Wire density map:
22 x 17 tiles, from white (low) to dark blue (high), scaled to the fullest tile. Values are wire area over tile area, all layers added.
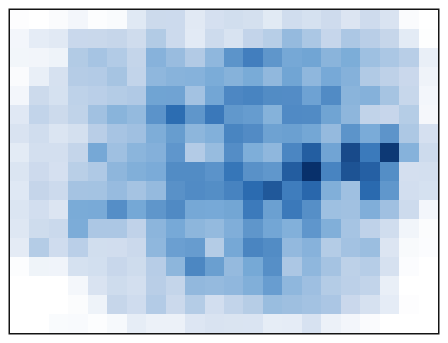
Pin placement:
Scale bar: 50 um. Pins as bars across the die edge, other pins in gray.
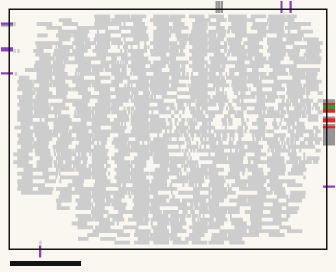
Gate families picked out:
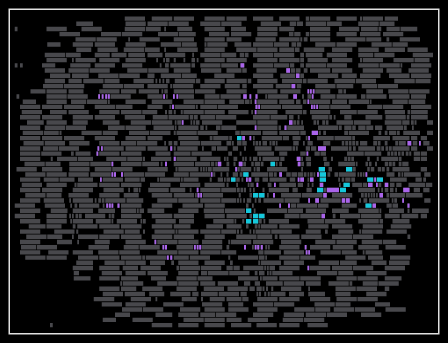
### src/rtl/router_pkt_src_if.sv
// Handshake and byte-bus bundle between the packet source, its upstream
// feeder and the router input port.
interface router_pkt_src_if;
  logic       start;
  logic [1:0] dest_addr;
  logic [5:0] payload_len;
  logic [7:0] src_data;
  logic       src_valid;
  logic       src_ready;
  logic       busy;
  logic [7:0] data_out;
  logic       pkt_valid;
  logic       done;
  logic       err;

  // Driver side: requests packets, feeds payload, applies router backpressure.
  modport master (
    output start, dest_addr, payload_len, src_data, src_valid, busy,
    input  src_ready, data_out, pkt_valid, done, err
  );

  // Packet source side.
  modport slave (
    input  start, dest_addr, payload_len, src_data, src_valid, busy,
    output src_ready, data_out, pkt_valid, done, err
  );
endinterface

### src/rtl/router_pkt_src.sv
// Router packet source: buffers an upstream payload, then emits
// header / payload / parity onto the router input with busy backpressure.
module router_pkt_src #(
  parameter int unsigned BUF_DEPTH    = 64,
  parameter logic [1:0]  ADDR_ILLEGAL = 2'b11
) (
  input  logic           clk,
  input  logic           resetn,
  router_pkt_src_if.slave bus
);

  typedef enum logic [2:0] {IDLE, LOAD, HEADER, PAYLOAD, PARITY} state_t;

  state_t     state_q, state_d;
  logic [7:0] header_q, header_d;   // {len, addr}; len is header_q[7:2]
  logic [7:0] parity_q, parity_d;
  logic [5:0] cnt_q, cnt_d;         // write count in LOAD, read index in PAYLOAD
  logic [7:0] data_q, data_d;
  logic       valid_q, valid_d;
  logic       done_q, done_d;
  logic       err_q, err_d;
  logic       buf_we;
  logic [7:0] buf_mem [BUF_DEPTH];

  assign bus.src_ready = (state_q == LOAD);
  assign bus.data_out  = data_q;
  assign bus.pkt_valid = valid_q;
  assign bus.done      = done_q;
  assign bus.err       = err_q;

  // Next-state and next-output logic; data_out/pkt_valid are computed one
  // cycle ahead so they leave the block straight from flops.
  always_comb begin
    state_d  = state_q;
    header_d = header_q;
    parity_d = parity_q;
    cnt_d    = cnt_q;
    data_d   = data_q;
    valid_d  = valid_q;
    done_d   = 1'b0;
    err_d    = 1'b0;
    buf_we   = 1'b0;
    unique case (state_q)
      IDLE: begin
        if (bus.start) begin
          if (bus.payload_len == '0 || bus.dest_addr == ADDR_ILLEGAL) begin
            err_d = 1'b1;
          end else begin
            header_d = {bus.payload_len, bus.dest_addr};
            parity_d = {bus.payload_len, bus.dest_addr};
            cnt_d    = '0;
            state_d  = LOAD;
          end
        end
      end
      LOAD: begin
        if (bus.src_valid) begin
          buf_we   = 1'b1;
          parity_d = parity_q ^ bus.src_data;
          cnt_d    = cnt_q + 6'd1;
          if (cnt_q == header_q[7:2] - 6'd1) begin
            state_d = HEADER;
            data_d  = header_q;
            valid_d = 1'b1;
          end
        end
      end
      HEADER: begin
        if (!bus.busy) begin
          state_d = PAYLOAD;
          cnt_d   = '0;
          data_d  = buf_mem[0];
        end
      end
      PAYLOAD: begin
        if (!bus.busy) begin
          if (cnt_q == header_q[7:2] - 6'd1) begin
            state_d = PARITY;
            data_d  = parity_q;
            valid_d = 1'b0;
          end else begin
            cnt_d  = cnt_q + 6'd1;
            data_d = buf_mem[cnt_q + 6'd1];
          end
        end
      end
      PARITY: begin
        if (!bus.busy) begin
          state_d = IDLE;
          data_d  = '0;
          done_d  = 1'b1;
        end
      end
      default: state_d = IDLE;
    endcase
  end

  // State, counters and registered outputs.
  always_ff @(posedge clk or negedge resetn) begin
    if (!resetn) begin
      state_q  <= IDLE;
      header_q <= '0;
      parity_q <= '0;
      cnt_q    <= '0;
      data_q   <= '0;
      valid_q  <= 1'b0;
      done_q   <= 1'b0;
      err_q    <= 1'b0;
    end else begin
      state_q  <= state_d;
      header_q <= header_d;
      parity_q <= parity_d;
      cnt_q    <= cnt_d;
      data_q   <= data_d;
      valid_q  <= valid_d;
      done_q   <= done_d;
      err_q    <= err_d;
    end
  end

  // Payload storage; contents are don't-care until written.
  always_ff @(posedge clk) begin
    if (buf_we) buf_mem[cnt_q] <= bus.src_data;
  end

endmodule

### src/flat_wrapper.sv
// flat-port wrapper written by rule: the top's interface ports become plain ports
module router_pkt_src_flat 
#(
  parameter int unsigned BUF_DEPTH    = 64,
  parameter logic [1:0]  ADDR_ILLEGAL = 2'b11
)
  (clk, resetn, bus_start, bus_dest_addr, bus_payload_len, bus_src_data, bus_src_valid, bus_busy, bus_src_ready, bus_data_out, bus_pkt_valid, bus_done, bus_err);
  router_pkt_src_if bus_i ();
  input  logic clk;
  input  logic resetn;
  input wire logic [$bits(bus_i.start)-1:0] bus_start;
  input wire logic [$bits(bus_i.dest_addr)-1:0] bus_dest_addr;
  input wire logic [$bits(bus_i.payload_len)-1:0] bus_payload_len;
  input wire logic [$bits(bus_i.src_data)-1:0] bus_src_data;
  input wire logic [$bits(bus_i.src_valid)-1:0] bus_src_valid;
  input wire logic [$bits(bus_i.busy)-1:0] bus_busy;
  output wire logic [$bits(bus_i.src_ready)-1:0] bus_src_ready;
  output wire logic [$bits(bus_i.data_out)-1:0] bus_data_out;
  output wire logic [$bits(bus_i.pkt_valid)-1:0] bus_pkt_valid;
  output wire logic [$bits(bus_i.done)-1:0] bus_done;
  output wire logic [$bits(bus_i.err)-1:0] bus_err;
  assign bus_i.start = bus_start;
  assign bus_i.dest_addr = bus_dest_addr;
  assign bus_i.payload_len = bus_payload_len;
  assign bus_i.src_data = bus_src_data;
  assign bus_i.src_valid = bus_src_valid;
  assign bus_i.busy = bus_busy;
  assign bus_src_ready = bus_i.src_ready;
  assign bus_data_out = bus_i.data_out;
  assign bus_pkt_valid = bus_i.pkt_valid;
  assign bus_done = bus_i.done;
  assign bus_err = bus_i.err;
  router_pkt_src #(.BUF_DEPTH(BUF_DEPTH), .ADDR_ILLEGAL(ADDR_ILLEGAL)) u_core (.clk(clk), .resetn(resetn), .bus(bus_i));
endmodule
### config.mk
export PLATFORM = sky130hd
export DESIGN_NAME = router_pkt_src_flat
export DESIGN_NICKNAME = d
export VERILOG_FILES = /design/src/rtl/router_pkt_src_if.sv /design/src/rtl/router_pkt_src.sv /design/src/flat_wrapper.sv
export SDC_FILE = /design/constraint.sdc
export NUM_CORES = 1
export LEC_CHECK = 0
export CORE_ASPECT_RATIO = 0.75
export CORE_MARGIN = 2
export CORE_UTILIZATION = 61
export DETAILED_ROUTE_END_ITERATION = 12
export GPL_TIMING_DRIVEN = 0
export HOLD_SLACK_MARGIN = 0.06
export MAX_ROUTING_LAYER = met4
export PLACE_DENSITY = 0.78
export SKIP_CTS_REPAIR_TIMING = 1
export SYNTH_ARGS = -nofsm -noshare
export SYNTH_HDL_FRONTEND = slang
export SYNTH_SLANG_ARGS = --single-unit
### constraint.sdc
create_clock -name clk -period 6.82 [get_ports clk]
set_input_delay 1.023 -clock clk [delete_from_list [all_inputs] [get_ports clk]]
set_output_delay 1.023 -clock clk [all_outputs]
set_load 0.02 [all_outputs]
==> results.cfg <==
; flow metrics
[status]
status = completed

[synth]
topCellsByArea = edfxtp_1 69%, mux4_2 13%, dfrtp_1 4.1%
async_flop_share_pct = 6.569
yosysTopAreaCell = edfxtp_1
edf_count = 512
syn_avg_cell_area_um2 = 18.31
synth_cell_types = 56
syn-instance-count = 1210
ys.flop_type = edfxtp_1
yosysCellCount = 1210
yosysWarnings = 0
ys.flops = 548
ys_seq_share_pct = 73.45
synth_area_mm2 = 0.02216

[min_path]
hold_path.class = flop to flop
min_to = u_core.bus.data_out[0]
hold_depth = 2

[critical_path]
r2r_slack_ns = 2.81
crit_required_ns = 5.80
r2r_cells = 8
path_buffers = 4
r2r-end = u_core.bus.data_out[4]
worst_setup_path_end_kind = output pin
crit_type = flop to output pin
slowest_stage = clkdlybuf4s50_1
startpoint_type = flop
crit_top_cell = clkbuf_1
r2r-start = u_core.cnt_q[0]

[cells_and_area]
drive_above_1_share_pct = 19.70
syn_to_final_growth_pct = 11.34
post-route-util_pct = 68.89
nNetsFinal = 1325
fin_area_mm2 = 0.02467

[clock_tree]
clockRootBuffer = clkbuf_16
cts_buffer_depth = 3
worstSkewPairLatency_ns = 0.58
path_clk_slew_ns = 0.06
ctsHtreeMaxLevel = 2
cts.sinks = 548
tritoncts = yes

[grt]
antenna_found_initial = 0
grt_max_degree = 53

[power_and_ir_drop]
cellPowerDensity_mw_per_mm2 = 419.1
comb_power_share_pct = 36.8
p_sw_share_pct = 34.30
intPower_mw = 6.793
pwr-share-seq_pct = 38.0
clkPwrFrac_pct = 25.2
p_leak_nw = 7.928
ir_worst_vdd_mv = 0.2094

[detailed_routing]
postRouteAntennaNets = 0
drt-pass1-iter-count = 5
drc_errors = 0
drt_iter0_drc = 1959

[final_timing]
finalHoldViolCount = 0
max_freq_mhz = 244.5
fin_ws_ns = 2.731
rsz0062_at_grt = false
tightest_slew_ns = 1.144
finalSetupViolCount = 0
drv_slew = 0
fin_crit_sh_pct = 59.96
min_period_ns = 4.089
fin_skew_ns = 0.01435

[floorplan]
ios = 33
fp_util_pct = 61.88
num_rows = 60

[run]
drv_cap = 0

[placed_design]
dpl.hpwl_um = 34840
gp_congestion = 0.9441
post_dp_cell_area_mm2 = 0.02317
Back to the opening pictures, 'wire density map':
tiles over half the peak = 24%
mean over tiles = 0.24
fullest tile = 0.70
densest ninth of the die = center
nearly empty tiles = 7.2%
emptiest ninth of the die = lower left
Vias: 12,170
Total GRT Usage: 29.48%
DR WL/cell: 29.19 um
Final Routed Wirelength: 52,690 um

Back to the opening pictures, 'pin placement':
red -> bus_payload_len  # pins 6, direction input, edge right
purple -> bus_src_data  # pins 8, direction input, edge 4 left, 2 top, 1 bottom, 1 right
green -> bus_dest_addr  # pins 2, direction input, edge right
die width: 224.1 um
chip height: 169.1 um
I/O Buffers: 32

Back to the opening pictures, 'gate families picked out':
cyan -> non-inverting ao/oa cells  # cells 21
purple -> nor cells  # cells 110, most used nor2_1

cell families (layout without fill, tap and decap cells):
| group | count (synthesis) | count (layout) | share of synthesized area (%) |
|---|---|---|---|
| multiplexers | 145 | 145 | 13.94 |
| adder cells (fa/ha/maj) | 2 | 2 | 0.1129 |
| AND/OR/NAND/NOR | 313 | 313 | 6.596 |
| buffers and inverters | 72 | 202 | 1.649 |
| flip-flops | 548 | 548 | 73.45 |
| XOR/XNOR | 12 | 12 | 0.5421 |
| AND-OR/OR-AND | 118 | 118 | 3.710 |
routing by layer:
layer	part of all wire (%)	track usage [%]	vias up
li1	-	-	5047
met1	42	44.82	6188
met2	44	41.06	838
met3	12	7.377	98
met4	2.3	6.638	0
met5	0	-	-
cell usage in the layout (no fill, tap or decap), types with 9 or more instances in the layout:
master	count
and2_1	17
buf_1	9
clkbuf_1	42
dfrtp_1	36
nand2_1	117
clkdlybuf4s50_1	23
nand3_1	31
clkinv_1	14
clkbuf_16	51
and3_1	18
nor2b_1	14
buf_4	12
mux4_2	130
a32oi_1	15
o21ai_1	9
edfxtp_1	512
a211oi_1	18
nor2_1	79
o21ai_0	14
a21oi_1	28
or3_1	10
buf_2	22
registers in the layout (all words and copies together) (netlist names):
| register | flops |
|---|---|
| u_core.bus.done | 1 |
| u_core.bus.err | 1 |
| u_core.parity_q | 8 |
| u_core.bus.pkt_valid | 1 |
| u_core.buf_mem | 512 |
| u_core.bus.data_out | 8 |
| u_core.header_q | 8 |
| u_core.state_q | 3 |
| u_core.cnt_q | 6 |
area by class of cell:
cell class	instances	area [um2]
buffer	68	350.3
clock buffer	63	1321
clock inverter	27	173.9
fill	2278	11140
inverter	4	15.01
multi-input combinational	590	5517
sequential	548	16280
tap	465	581.8
timing repair buffer	40	435.4
worst max-delay path by stage:
stage | from | endpoint | cells past startpoint
6_report | u_core.state_q[2] | bus_src_ready | 6
5_1_grt | u_core.state_q[2] | bus_src_ready | 6
4_1_cts | u_core.state_q[2] | bus_src_ready | 6
3_5_place_dp | u_core.cnt_q[0] | u_core.bus.data_out[4] | 8
3_3_place_gp | bus_src_data[1] | u_core.parity_q[1] | 4
2_1_floorplan | u_core.state_q[2] | bus_src_ready | 5
Yosys cell counts, drive strengths merged, types with 8 or more instances:
cell / number
a21oi: 28
nand3: 32
mux2: 8
a32oi: 15
nor2b: 14
a311o: 8
mux4: 130
o21ai: 23
nand2: 117
and2: 17
clkbuf: 30
edfxtp: 512
buf: 38
dfrtp: 36
and3: 18
a31o: 8
nor2: 79
nor4: 8
or3: 10
a211oi: 18
power groups by stage:
| stage | clock [mW] | sequential [mW] | combinational [mW] |
|---|---|---|---|
| 3_5_place_dp | 0 | 3.99 | 3.71 |
| 5_1_grt | 2.74 | 3.93 | 4.04 |
| 6_report | 2.61 | 3.92 | 3.81 |
| 4_1_cts | 2.62 | 3.92 | 3.75 |
| 3_3_place_gp | 0 | 3.99 | 3.66 |
| 2_1_floorplan | 0 | 3.98 | 2.51 |
through the flow:
step / hold WS, ns / std cells
floorplan: 0.4798 / 1210
global placement: 0.4701 / 1707
global route: 0.5241 / 1805
CTS: 0.4955 / 1805
detailed placement: 0.4816 / 1715
finish: 0.4972 / 1805
No activity file was given, so power comes from the tool's default toggle rates.
